final_placement.png
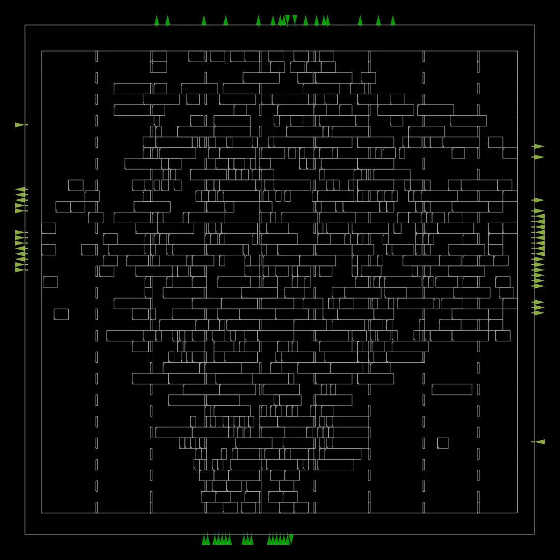
metal_stack.png
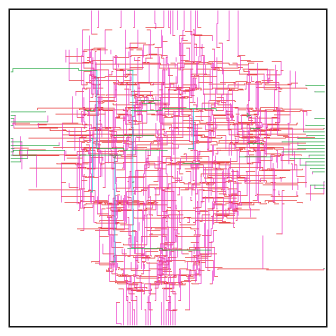
cell_classes.png
Fill, decap, tap and diode cells in gray.
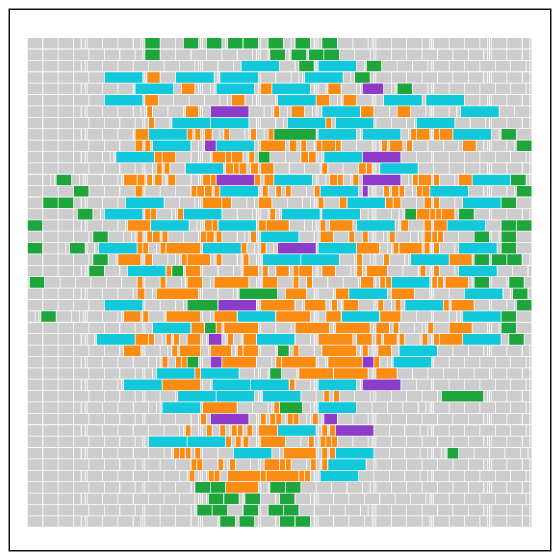
--- config.mk ---
export PLATFORM = sky130hd
export DESIGN_NAME = div16_seq
export DESIGN_NICKNAME = d
export VERILOG_FILES = /design/src/rtl/div_pkg.sv /design/src/rtl/div_sub_stage.sv /design/src/rtl/div16_seq.sv
export SDC_FILE = /design/constraint.sdc
export NUM_CORES = 1
export LEC_CHECK = 0
export CAP_MARGIN = 30
export CORE_MARGIN = 4
export CORE_UTILIZATION = 30
export DETAILED_ROUTE_END_ITERATION = 10
export SLEW_MARGIN = 10
export SYNTH_ARGS = -nofsm -noshare
export SYNTH_HDL_FRONTEND = slang
export SYNTH_HIERARCHICAL = 1
export SYNTH_SLANG_ARGS = --single-unit
export TNS_END_PERCENT = 50
--- constraint.sdc ---
create_clock -name clk -period 6.9 [get_ports clk]
set_input_delay 1.035 -clock clk [delete_from_list [all_inputs] [get_ports clk]]
set_output_delay 1.035 -clock clk [all_outputs]
set_load 0.05 [all_outputs]
--- src/rtl/div_pkg.sv ---
// Shared types and constants for the sequential restoring divider.
package div_pkg;

  typedef enum logic [1:0] {
    IDLE = 2'd0,
    CALC = 2'd1,
    FIN  = 2'd2
  } state_e;

  localparam int DEF_WIDTH = 16;
  localparam int CNT_W     = $clog2(DEF_WIDTH);
  localparam logic [DEF_WIDTH-1:0] DZ_QUOT = {DEF_WIDTH{1'b1}};

endpackage

--- src/rtl/div_sub_stage.sv ---
// One restoring-division step: trial subtract of the divisor from the shifted
// partial remainder, done as an add of the inverted divisor with carry-in 1.
module div_sub_stage #(
  parameter int WIDTH = 16
) (
  input  logic [WIDTH-1:0] rem_i,
  input  logic             bit_i,
  input  logic [WIDTH-1:0] div_i,
  output logic [WIDTH-1:0] rem_o,
  output logic             qbit_o
);

  logic [WIDTH:0] x_s;
  logic [WIDTH:0] y_s;
  logic [WIDTH:0] g_s;
  logic [WIDTH:0] p_s;
  logic [WIDTH:0] c_s;
  logic [WIDTH:0] t_s;

  assign x_s = {rem_i, bit_i};
  assign y_s = ~{1'b0, div_i};
  assign g_s = x_s & y_s;
  assign p_s = x_s ^ y_s;

  // Carry chain from generate/propagate terms, carry-in of one completes the negation.
  always_comb begin
    c_s[0] = 1'b1;
    for (int i = 0; i < WIDTH; i++) begin
      c_s[i+1] = g_s[i] | (p_s[i] & c_s[i]);
    end
  end

  assign t_s    = p_s ^ c_s;
  assign qbit_o = ~t_s[WIDTH];
  // A borrow means the divisor did not fit: keep the shifted remainder.
  assign rem_o  = qbit_o ? t_s[WIDTH-1:0] : x_s[WIDTH-1:0];

endmodule

--- src/rtl/div16_seq.sv ---
// Multi-cycle unsigned restoring divider with start/busy/done handshake.
// One quotient bit per cycle; results and dz are held until the next completion.
module div16_seq
  import div_pkg::*;
#(
  parameter int WIDTH = DEF_WIDTH
) (
  input  logic             clk,
  input  logic             rst_n,
  input  logic             start,
  input  logic [WIDTH-1:0] a,
  input  logic [WIDTH-1:0] b,
  output logic             busy,
  output logic             done,
  output logic [WIDTH-1:0] quotient,
  output logic [WIDTH-1:0] remainder,
  output logic             dz
);

  localparam int CW = ($clog2(WIDTH) > CNT_W) ? $clog2(WIDTH) : CNT_W;

  state_e           state_q, state_d;
  logic [WIDTH-1:0] rem_q, rem_d;
  logic [WIDTH-1:0] qsh_q, qsh_d;
  logic [WIDTH-1:0] div_q, div_d;
  logic [CW-1:0]    cnt_q, cnt_d;
  logic             busy_q, busy_d;
  logic             done_q, done_d;
  logic [WIDTH-1:0] quot_q, quot_d;
  logic [WIDTH-1:0] remo_q, remo_d;
  logic             dz_q, dz_d;

  logic [WIDTH-1:0] step_rem_s;
  logic             step_qbit_s;

  div_sub_stage #(.WIDTH(WIDTH)) u_stage (
    .rem_i  (rem_q),
    .bit_i  (qsh_q[WIDTH-1]),
    .div_i  (div_q),
    .rem_o  (step_rem_s),
    .qbit_o (step_qbit_s)
  );

  // Next-state, datapath and output-register update.
  always_comb begin
    state_d = state_q;
    rem_d   = rem_q;
    qsh_d   = qsh_q;
    div_d   = div_q;
    cnt_d   = cnt_q;
    done_d  = 1'b0;
    quot_d  = quot_q;
    remo_d  = remo_q;
    dz_d    = dz_q;
    case (state_q)
      IDLE: begin
        if (start) begin
          if (b != {WIDTH{1'b0}}) begin
            rem_d   = {WIDTH{1'b0}};
            qsh_d   = a;
            div_d   = b;
            cnt_d   = CW'(WIDTH - 1);
            state_d = CALC;
          end else begin
            quot_d  = {WIDTH{DZ_QUOT[0]}};
            remo_d  = a;
            dz_d    = 1'b1;
            done_d  = 1'b1;
            state_d = FIN;
          end
        end else begin
          state_d = IDLE;
        end
      end
      CALC: begin
        rem_d = step_rem_s;
        qsh_d = {qsh_q[WIDTH-2:0], step_qbit_s};
        cnt_d = cnt_q - CW'(1);
        if (cnt_q == {CW{1'b0}}) begin
          // Results become visible together with done in FIN.
          quot_d  = {qsh_q[WIDTH-2:0], step_qbit_s};
          remo_d  = step_rem_s;
          dz_d    = 1'b0;
          done_d  = 1'b1;
          state_d = FIN;
        end else begin
          state_d = CALC;
        end
      end
      FIN:     state_d = IDLE;
      default: state_d = IDLE;
    endcase
    busy_d = (state_d != IDLE);
  end

  // State and register update; reset aborts any division in flight.
  always_ff @(posedge clk or negedge rst_n) begin
    if (!rst_n) begin
      state_q <= IDLE;
      rem_q   <= {WIDTH{1'b0}};
      qsh_q   <= {WIDTH{1'b0}};
      div_q   <= {WIDTH{1'b0}};
      cnt_q   <= {CW{1'b0}};
      busy_q  <= 1'b0;
      done_q  <= 1'b0;
      quot_q  <= {WIDTH{1'b0}};
      remo_q  <= {WIDTH{1'b0}};
      dz_q    <= 1'b0;
    end else begin
      state_q <= state_d;
      rem_q   <= rem_d;
      qsh_q   <= qsh_d;
      div_q   <= div_d;
      cnt_q   <= cnt_d;
      busy_q  <= busy_d;
      done_q  <= done_d;
      quot_q  <= quot_d;
      remo_q  <= remo_d;
      dz_q    <= dz_d;
    end
  end

  assign busy      = busy_q;
  assign done      = done_q;
  assign quotient  = quot_q;
  assign remainder = remo_q;
  assign dz        = dz_q;

endmodule

==> impl_metrics.json <==
{
  "maxCapViolCount": 0,
  "hold_path_class": "flop to flop",
  "crit_end": "remainder[8]",
  "reg2reg_setup_slack_ns": -0.04,
  "grt_pass1_vias": 3383,
  "grt_usage": 0.135,
  "dominant_cells": "flip-flops and latches",
  "clkTransAtPathRegs_ns": 0.07,
  "ys_seq_share": 0.501,
  "postCtsHoldBufs": 0,
  "antenna_cells": 0,
  "syn_area_sq_mm": 0.00439,
  "violations": "setup timing",
  "hold_slack_ns": 0.492,
  "cp-startpoint": "div_q[0]",
  "n_sequential_cell": 88,
  "worst_path_max_delay_cell": "fa_2",
  "crit_chain": "ha_4 > fa_2 > fa_2 > fa_2 > fa_2 > fa_2 > fa_2 > fa_2 > fa_2 > fa_2 > fa_2 > fa_2 > fa_2 > fa_2 > fa_2 > fa_2 > xnor2_4 > buf_12 > mux2i_1 > nand2_1 > nand2_1 > mux2_4",
  "ys_warn_count": 6,
  "fp_util": 0.312,
  "setup_violations": 14,
  "drt-met1-wl_mm": 4.78,
  "worstMarginPinSlew_ns": 0.788,
  "postRouteAntennaNets": 0,
  "path_class": "flop to flop",
  "place_area_sq_mm": 0.00531,
  "worst_slack_ns": -0.0411,
  "signal_buffers": 81,
  "crit_fanout": 9,
  "h-tree-depth": 3,
  "clk_latency_ns": 0.34,
  "status": "complete, but fails checks",
  "max_slew_margin": 0.473,
  "place_congestion": 0.774,
  "wl_met3_um": 492,
  "drc": 0,
  "numCtsBuffers": 9,
  "die_area_sq_mm": 0.0166,
  "hold_depth": 1
}
Notes on final_placement.png above:
row cnt: 43
fin cells: 660

Notes on metal_stack.png above:
- met1: red (wire length 4780 um)
- met3: green (wire length 493 um)
- met4: cyan (wire length 186 um)
- met2: magenta (wire length 5320 um)

Notes on cell_classes.png above:
- other buffers and delay cells: green (cells 81)
- flops: cyan (cells 88)
- clock drivers and dummy loads: purple (cells 16)
- all other logic: orange (cells 295)
core area: 0.0141 sq mm
end-of-flow core utilization: 0.403
Design Area, Final: 0.00568 sq mm

cell families after synthesis:
family | share of synthesized area
compound gates | 0.122
xor+xnor | 0.00826
fa+ha+maj | 0.0741
buf+inv | 0.0533
flops | 0.501
mux | 0.0886
simple gates | 0.152
synthesized netlist by cell type:
| library cell | number |
|---|---|
| o21ai_4 | 1 |
| mux2_2 | 3 |
| a41oi_2 | 1 |
| a22o_1 | 12 |
| nor2_1 | 21 |
| buf_12 | 1 |
| clkbuf_1 | 7 |
| o21ai_0 | 6 |
| nand3_1 | 2 |
| mux2i_1 | 16 |
| mux2_4 | 13 |
| ha_1 | 2 |
| buf_6 | 3 |
| xnor2_1 | 1 |
| fa_1 | 15 |
| nor4_4 | 4 |
| nor2b_1 | 1 |
| inv_1 | 18 |
| buf_2 | 9 |
| xnor2_4 | 1 |
| a21oi_2 | 9 |
| a21oi_1 | 25 |
| nand4_2 | 1 |
| or3b_1 | 1 |
| nor4_1 | 1 |
| o22a_1 | 16 |
| buf_8 | 1 |
| buf_1 | 1 |
| nand2_1 | 121 |
| dfrtp_1 | 88 |
| o21a_1 | 2 |
| nand2b_1 | 1 |
| buf_4 | 3 |
| a41o_1 | 1 |
state kept, by name (all words and copies together), names as in the netlist:
| name | flops |
|---|---|
| div_q | 16 |
| qsh_q | 16 |
| quotient | 16 |
| rem_q | 16 |
| remainder | 16 |
| cnt_q | 4 |
| busy | 1 |
| done | 1 |
| dz | 1 |
| state_q | 1 |
stage by stage:
stage	setup WS (ns)	instances	util
after detailed placement	-0.144	642	0.377
after global routing	-0.197	660	0.403
after CTS	-0.0648	659	0.402
after global placement	-0.0268	638	0.371
after floorplan	0.0227	408	-
final	-0.0411	660	0.403
